Design pwm_ramp_ctrl, sky130hd; sources not shown.
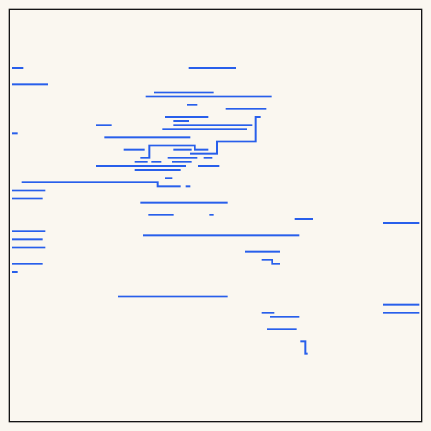
Figure 1: met3 routing.
Scale: 6 px per um.
share of all routed wire	6.7%
longest straight run	25.8 um
wire length on this layer	345 um
main direction	horizontal
Total Wirelength: 5180 um
met3 usage: 0.0421

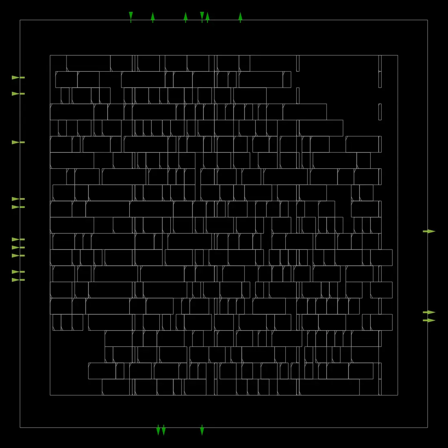
Figure 2: cell outlines without signal wires.
Core ar.: 3340 um^2
Finished Layout Cells: 354
seq_cells: 21

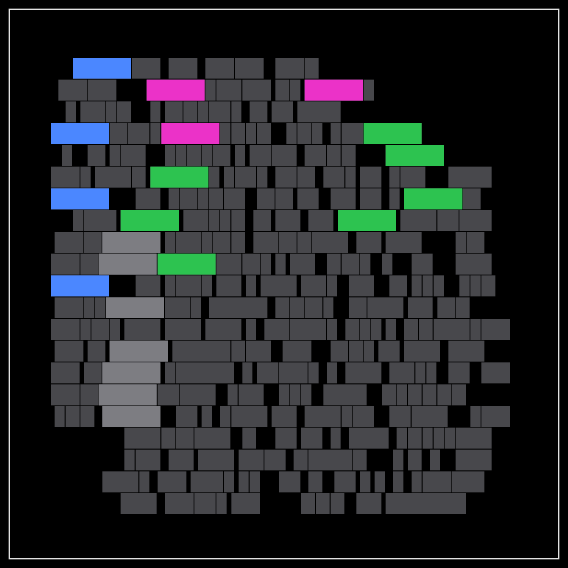
Figure 3: register map, names as in the netlist.
Scale: 8 px per um.
netlist name	color	flops
`u_presc.presc_q`	blue	4
`state_q`	magenta	3
`dc_out`	green	7
not colored	7
Sequential Area: 420 um^2
fin util: 0.743
Seq area share: 0.170
power in sequential cells: 55.3 uW

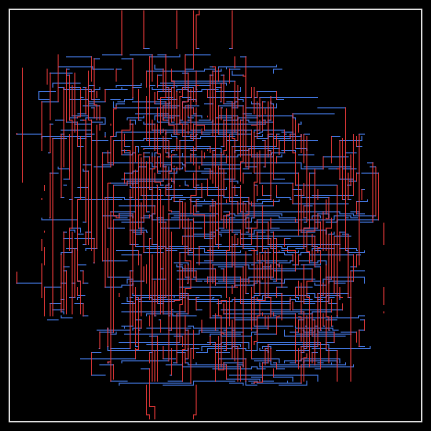
Figure 4: routed metal, one color a layer.
Scale: 6 px per um. Two of the layers only.
layer	color	wire length
metal 1	blue	2230 um
metal 2	red	2570 um
Vias: 2086
GR Util All Layers: 0.245
wire per inst: 14.6 um

==> changes_impl.md <==
### Physical design

- Chip area: 4690 um^2
- Input/output buffers: 21
- Placed cells: between 300 and 400
- Xor/xnor share: 0.100
- Final Power: approximately 120 uW
- MUX share of area: 0.0251
- Synth top cell by count: nor2_1
- Worst Path Arrival: 6030 ps
- RSZ-0062 raised after global routing: no
- Simple-Gate Fraction of Synth Area: 0.241
- Status: complete, no violations
- Reg clk slew, reported paths: 220 ps
- Pre-placement core utilization: 0.656
- Commonest cells in the netlist: nor2_1 (41), inv_1 (26), ha_1 (24), nand2_1 (24), dfxtp_1 (21)
- Non-clk bufs: 26
- Post-synth top area cell: dfxtp_1
- Peak VDD IR: 0.0000562 V
- CTS tree: built
- Synthesized Nets: 322
- Chip Height: 68.5 um
- Worst-path maximum fanout: 8
- Hold Path Class: reg2reg
- FF-to-FF path depth: 24
- Top power group: registers
- Critical setup path kind: reg2reg
- Cell area leaders: dfxtp_1 (19%), ha_1 (14%), nor2_1 (7.0%), xnor2_1 (6.4%), a21oi_1 (4.6%)
- Kind of start point of the critical path: flop
- Clock network area share: 0.00908
- Commonest Layout Cell: nor2_1
- # diodes: 0
- Die Wd: 68.5 um
- Post-Synth Adder-Cell Area: 0.165
- Final Instance Area: 2480 um^2
- Max Cap Viol: 0
- P_comb: about 45 uW
- Logic area: 1630 um^2
- GPL Wtd Cong: 0.924
- Clock Sinks: 21
- Clk_buf instances: 3
- Internal: 79.0 uW
- Setup slack, reg-to-reg: 10300 ps
- Clock power share: 0.189
- Pwr Density: ~50 nW/um^2
- Fin Setup TNS: 0 ps
- Syn. warnings: 0
- Vias in the first global route: between 1500 and 2000
- Sequential Power Share: 0.448
- Flip-flops with a built-in enable: 0
- Share of post-route cells with drive strength above 1: 0.0844
- Slew @ Worst Pin: 617 ps
- Total CTS buffers: 3
- Violation count after the first detailed-route iteration: between 150 and 200
- Cell area after synthesis: 2190 um^2
- Max-area cell share: 0.192
- Worst Path Required: ~16000 ps
- Post-synth seq share: 0.192
- Critical path capture point type: flop
- Post-DR vias/cell: 5.89
- Synth-to-Final Area Change: 13.3%
- Tool Warnings: 35
- Sw power: 44.4 uW
- Yosys cell types: 53
- Combinational power share: 0.363
- Worst slew margin: 0.586
- Invs w/o clock: 27
- Leak Pwr: 0.00107 uW
- Taps Inserted: 46
[per-layer routing]
metal / global-route usage / wire length (um) / vias to the layer above / share of wire
met3: 0.0421 / 344 / 7 / 0.066
li1: - / - / 1031 / -
met1: 0.310 / 2230 / 959 / 0.43
met5: 0 / 0 / - / 0
met4: 0.0695 / 38 / 0 / 0.0073
met2: 0.424 / 2570 / 89 / 0.50
[worst max-delay path, cell delays in order, from the launching register on]
cell and delay (ps):
dfxtp_1 400, inv_1 70, nand2_1 170, inv_1 100, nand2_1 270, nand2_1 130
ha_1 230, fa_1 400, nand2b_1 160, a21oi_1 210, mux2i_2 130, nor2_1 120
o211ai_1 140, or2_2 320, ha_1 310, a22o_1 250, fa_1 430, nand2b_1 230
a2111o_1 450, o211ai_2 110, xor2_1 110, or3_1 330, a211oi_2 290, nor4_1 80
o31a_1 260
No activity file was given, so power comes from the tool's default toggle rates.
